===== src/rtl/lc3_exec_unit_pkg.sv =====
// Shared types, widths and helpers for the LC-3 execute stage.
// LC3_MUL_EN enables the iterative shift-add multiplier.
package lc3_exec_pkg;

    localparam int unsigned WIDTH      = 16;
    localparam int unsigned MUL_CYCLES = WIDTH;
    localparam int unsigned CNT_W      = $clog2(MUL_CYCLES);

    typedef logic [WIDTH-1:0] word_t;

    typedef enum logic [2:0] {
        ALU_ADD   = 3'b000,
        ALU_AND   = 3'b001,
        ALU_NOT   = 3'b010,
        ALU_PASSA = 3'b011,
        ALU_MUL   = 3'b100,
        ALU_SHL   = 3'b101,
        ALU_RSV6  = 3'b110,
        ALU_RSV7  = 3'b111
    } alu_op_e;

    typedef enum logic {
        IDLE    = 1'b0,
        MUL_RUN = 1'b1
    } exec_state_e;

    function automatic word_t sext5(input logic [4:0] imm);
        return {{(WIDTH-5){imm[4]}}, imm};
    endfunction

    // Exactly one of {N,Z,P} is set for any value.
    function automatic logic [2:0] nzp_of(input word_t v);
        logic neg;
        logic zero;
        neg  = v[WIDTH-1];
        zero = (v == '0);
        return {neg, zero, !neg && !zero};
    endfunction

endpackage


===== src/rtl/lc3_exec_unit_if.sv =====
// Operand/opcode request and result/status bundle of the execute stage.
interface lc3_exec_if;
    import lc3_exec_pkg::*;

    logic        start;
    logic [2:0]  aluk;
    logic        sr2mux;
    logic [4:0]  ir_4to0;
    word_t       sr1_in;
    word_t       sr2_in;
    word_t       result;
    logic [2:0]  nzp;
    logic        busy;
    logic        done;

    modport master (
        output start, aluk, sr2mux, ir_4to0, sr1_in, sr2_in,
        input  result, nzp, busy, done
    );

    modport slave (
        input  start, aluk, sr2mux, ir_4to0, sr1_in, sr2_in,
        output result, nzp, busy, done
    );

endinterface


===== src/rtl/lc3_exec_unit_shift_add_mul16.sv =====
// Iterative unsigned 16x16 shift-add multiplier, one partial product per step.
// o_product_c is the accumulator value after the current step.
module shift_add_mul16
    import lc3_exec_pkg::*;
(
    input  logic  i_clk,
    input  logic  i_reset,
    input  logic  i_start,
    input  logic  i_step,
    input  word_t i_a,
    input  word_t i_b,
    output word_t o_product_c,
    output logic  o_step_done_c
);

    word_t            r_mc;
    word_t            r_mb;
    word_t            r_acc;
    logic [CNT_W-1:0] r_cnt;
    word_t            w_acc_nxt;

    assign w_acc_nxt     = r_mb[0] ? (r_acc + r_mc) : r_acc;
    assign o_product_c   = w_acc_nxt;
    assign o_step_done_c = i_step && (r_cnt == CNT_W'(MUL_CYCLES - 1));

    always_ff @(posedge i_clk) begin
        if (i_reset) begin
            r_mc  <= '0;
            r_mb  <= '0;
            r_acc <= '0;
            r_cnt <= '0;
        end else if (i_start) begin
            r_mc  <= i_a;
            r_mb  <= i_b;
            r_acc <= '0;
            r_cnt <= '0;
        end else if (i_step) begin
            r_acc <= w_acc_nxt;
            r_mc  <= r_mc << 1;
            r_mb  <= r_mb >> 1;
            r_cnt <= r_cnt + CNT_W'(1);
        end
    end

endmodule


===== src/rtl/lc3_exec_unit.sv =====
// LC-3 execute stage: operand select, ALU, registered Result/NZP and Done pulse.
// Define LC3_MUL_EN to add the 16-cycle iterative MUL (ALUK=100).
module lc3_exec_unit
    import lc3_exec_pkg::*;
(
    input  logic       i_clk,
    input  logic       i_reset,
    lc3_exec_if.slave  exec_if
);

    exec_state_e r_state;
    exec_state_e w_state_nxt;
    word_t       r_result;
    word_t       w_result_nxt;
    logic [2:0]  r_nzp;
    logic        r_done;
    logic        w_done_nxt;
    logic        r_busy;
    logic        w_busy_nxt;

    alu_op_e     w_op;
    word_t       w_b;
    word_t       w_alu;
    logic        w_accept;

`ifdef LC3_MUL_EN
    logic        w_mul_start;
    logic        w_mul_step;
    logic        w_mul_last;
    word_t       w_mul_prod;

    shift_add_mul16 u_mul (
        .i_clk         (i_clk),
        .i_reset       (i_reset),
        .i_start       (w_mul_start),
        .i_step        (w_mul_step),
        .i_a           (exec_if.sr1_in),
        .i_b           (w_b),
        .o_product_c   (w_mul_prod),
        .o_step_done_c (w_mul_last)
    );
`endif

    assign w_op     = alu_op_e'(exec_if.aluk);
    assign w_b      = exec_if.sr2mux ? sext5(exec_if.ir_4to0) : exec_if.sr2_in;
    assign w_accept = exec_if.start && (r_state == IDLE);

    // Single-cycle ops; MUL (when disabled) and reserved codes pass A through.
    always_comb begin
        w_alu = exec_if.sr1_in;
        case (w_op)
            ALU_ADD: w_alu = exec_if.sr1_in + w_b;
            ALU_AND: w_alu = exec_if.sr1_in & w_b;
            ALU_NOT: w_alu = ~exec_if.sr1_in;
            ALU_SHL: w_alu = exec_if.sr1_in << w_b[3:0];
            default: w_alu = exec_if.sr1_in;
        endcase
    end

    // Next-state and next-output logic.
    always_comb begin
        w_state_nxt  = r_state;
        w_result_nxt = r_result;
        w_done_nxt   = 1'b0;
        w_busy_nxt   = 1'b0;
`ifdef LC3_MUL_EN
        w_mul_start  = 1'b0;
        w_mul_step   = 1'b0;
`endif
        case (r_state)
            IDLE: begin
                if (w_accept) begin
`ifdef LC3_MUL_EN
                    if (w_op == ALU_MUL) begin
                        w_state_nxt = MUL_RUN;
                        w_busy_nxt  = 1'b1;
                        w_mul_start = 1'b1;
                    end else begin
                        w_result_nxt = w_alu;
                        w_done_nxt   = 1'b1;
                    end
`else
                    w_result_nxt = w_alu;
                    w_done_nxt   = 1'b1;
`endif
                end
            end
            MUL_RUN: begin
`ifdef LC3_MUL_EN
                w_mul_step = 1'b1;
                w_busy_nxt = 1'b1;
                if (w_mul_last) begin
                    w_result_nxt = w_mul_prod;
                    w_done_nxt   = 1'b1;
                    w_busy_nxt   = 1'b0;
                    w_state_nxt  = IDLE;
                end
`else
                w_state_nxt = IDLE;
`endif
            end
        endcase
    end

    always_ff @(posedge i_clk) begin
        if (i_reset) begin
            r_state  <= IDLE;
            r_result <= '0;
            r_nzp    <= 3'b010;
            r_done   <= 1'b0;
            r_busy   <= 1'b0;
        end else begin
            r_state  <= w_state_nxt;
            r_result <= w_result_nxt;
            r_nzp    <= nzp_of(w_result_nxt);
            r_done   <= w_done_nxt;
            r_busy   <= w_busy_nxt;
        end
    end

    assign exec_if.result = r_result;
    assign exec_if.nzp    = r_nzp;
    assign exec_if.done   = r_done;
    assign exec_if.busy   = r_busy;

endmodule


===== src/flat_wrapper.sv =====
// flat-port wrapper written by rule: the top's interface ports become plain ports
module lc3_exec_unit_flat import lc3_exec_pkg::*;
  (i_clk, i_reset, exec_if_start, exec_if_aluk, exec_if_sr2mux, exec_if_ir_4to0, exec_if_sr1_in, exec_if_sr2_in, exec_if_result, exec_if_nzp, exec_if_busy, exec_if_done);
  lc3_exec_if exec_if_i ();
  input  logic i_clk;
  input  logic i_reset;
  input wire logic [$bits(exec_if_i.start)-1:0] exec_if_start;
  input wire logic [$bits(exec_if_i.aluk)-1:0] exec_if_aluk;
  input wire logic [$bits(exec_if_i.sr2mux)-1:0] exec_if_sr2mux;
  input wire logic [$bits(exec_if_i.ir_4to0)-1:0] exec_if_ir_4to0;
  input wire logic [$bits(exec_if_i.sr1_in)-1:0] exec_if_sr1_in;
  input wire logic [$bits(exec_if_i.sr2_in)-1:0] exec_if_sr2_in;
  output wire logic [$bits(exec_if_i.result)-1:0] exec_if_result;
  output wire logic [$bits(exec_if_i.nzp)-1:0] exec_if_nzp;
  output wire logic [$bits(exec_if_i.busy)-1:0] exec_if_busy;
  output wire logic [$bits(exec_if_i.done)-1:0] exec_if_done;
  assign exec_if_i.start = exec_if_start;
  assign exec_if_i.aluk = exec_if_aluk;
  assign exec_if_i.sr2mux = exec_if_sr2mux;
  assign exec_if_i.ir_4to0 = exec_if_ir_4to0;
  assign exec_if_i.sr1_in = exec_if_sr1_in;
  assign exec_if_i.sr2_in = exec_if_sr2_in;
  assign exec_if_result = exec_if_i.result;
  assign exec_if_nzp = exec_if_i.nzp;
  assign exec_if_busy = exec_if_i.busy;
  assign exec_if_done = exec_if_i.done;
  lc3_exec_unit u_core (.i_clk(i_clk), .i_reset(i_reset), .exec_if(exec_if_i));
endmodule

===== config.mk =====
export PLATFORM = sky130hd
export DESIGN_NAME = lc3_exec_unit_flat
export DESIGN_NICKNAME = d
export VERILOG_FILES = /design/src/rtl/lc3_exec_unit_pkg.sv /design/src/rtl/lc3_exec_unit_if.sv /design/src/rtl/lc3_exec_unit_shift_add_mul16.sv /design/src/rtl/lc3_exec_unit.sv /design/src/flat_wrapper.sv
export SDC_FILE = /design/constraint.sdc
export NUM_CORES = 1
export LEC_CHECK = 0
export CAP_MARGIN = 10
export CORE_MARGIN = 2
export CORE_UTILIZATION = 45
export DETAILED_ROUTE_END_ITERATION = 6
export PLACE_DENSITY_LB_ADDON = 0.15
export REMOVE_ABC_BUFFERS = 1
export SLEW_MARGIN = 20
export SYNTH_ARGS = -nofsm -noshare
export SYNTH_HDL_FRONTEND = slang
export SYNTH_SLANG_ARGS = --single-unit

===== constraint.sdc =====
create_clock -name i_clk -period 3.94 [get_ports i_clk]
set_input_delay 0.788 -clock i_clk [delete_from_list [all_inputs] [get_ports i_clk]]
set_output_delay 0.788 -clock i_clk [all_outputs]
set_load 0.05 [all_outputs]

==> flow_metrics.env <==
# physical design summary
export IMPL_status="finished, final reports clean"
export IMPL_synthAdderAreaFrac_pct=7.792
export IMPL_synthXorXnorAreaFrac_pct=2.053
export IMPL_nNetsFinal=586
export IMPL_finalNonFillerCells=600
export IMPL_edf_count=0
export IMPL_switching_power_w=0.0004453
export IMPL_min_from="u_core.exec_if.result[0]"
export IMPL_cts_root_buffer="clkbuf_8"
export IMPL_layout_top_cells="buf_4 (79), clkdlybuf4s50_1 (62), nor2_1 (45)"
export IMPL_p_int_w=0.0005745
export IMPL_ios=65
export IMPL_finalCritPeriodShare_pct=97.19
export IMPL_numCtsBuffers=3
export IMPL_setup_violations_final=0
export IMPL_grt_remaining_overflow=0
export IMPL_pwr_density_cell_mw_per_mm2=238.7
export IMPL_synth_area_leader_cell="dfxtp_1"
export IMPL_top_cells_by_area="dfxtp_1 (13%), mux2i_1 (13%), ha_1 (7.1%), nor2_1 (5.7%), a21oi_1 (4.9%)"
export IMPL_comb_cells=333
export IMPL_dr_pass1_iters=5
export IMPL_route_detailed_drc=0
export IMPL_worst_r2r_path_depth=7
export IMPL_combPwrFrac_pct=64.5
export IMPL_drt_iter0_drc=486
export IMPL_core_rowCount=29
export IMPL_met1_length_um=5216
export IMPL_dominant_cell_class="multi-input combinational cells"
export IMPL_hold_end="u_core.exec_if.result[0]"
export IMPL_lay_top_count="buf_4"
export IMPL_drv_cap=0
export IMPL_hold_class="reg -> reg"
export IMPL_p_leak_nw=1.874
export IMPL_cts_sinks=19
export IMPL_via_per_inst=6.350
export IMPL_clk_insertion_delay_late_ps=270
export IMPL_slew_viol_final=0
export IMPL_crit_buf_inv=4
export IMPL_pg_comb_w=0.000658
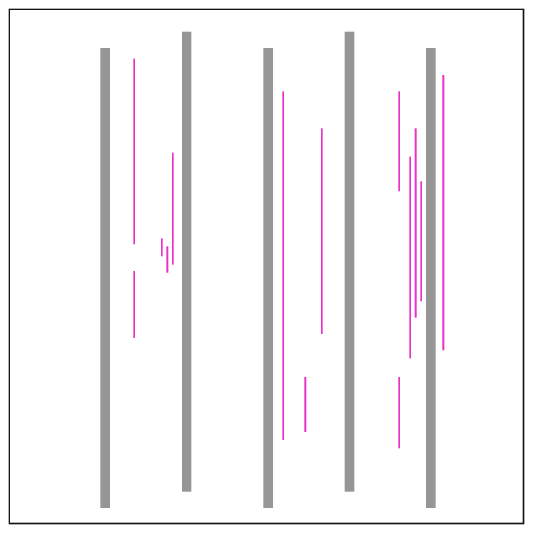
**Above:** the metal 4 layer.
Scale: 6 px per um. Supply wires on this layer in gray.
wire length on this layer	325 um
main direction	vertical
share of all routed wire	2.6%
final WL: 12430 um
Vias: 3810

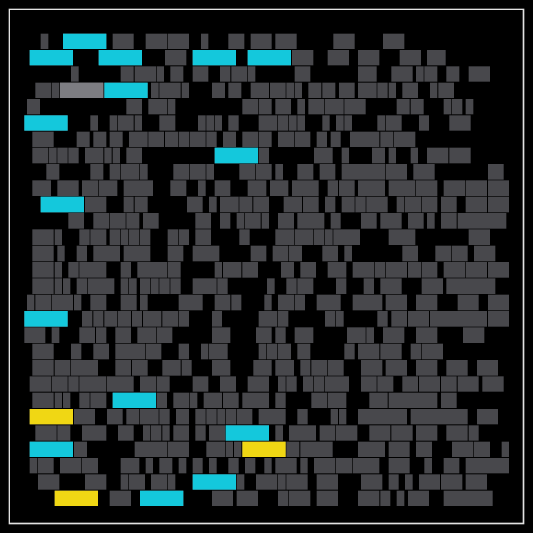
**Above:** register map, names as in the netlist.
Scale: 6 px per um. Other sequential cells in the stronger gray, the rest of the logic in the fainter gray.
name in the netlist	color	flops
u_core.exec_if.result	cyan	15
u_core.exec_if.nzp	yellow	3
Flop area: 380.4 um2
fraction of area in registers: 8.905%
P_seq: 0.000216 W

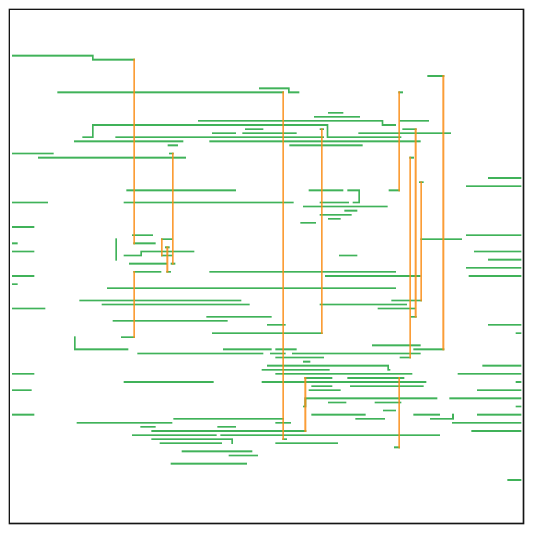
**Above:** wiring by layer.
Scale: 6 px per um. Only two layers are drawn.
layer	color	wire length
met3	green	1310 um
met4	orange	325 um
Wirelength per Cell: 20.72 um
Total GRT Usage: 33.20%

Power figures rest on the tool's default switching activity, not on a simulated workload.
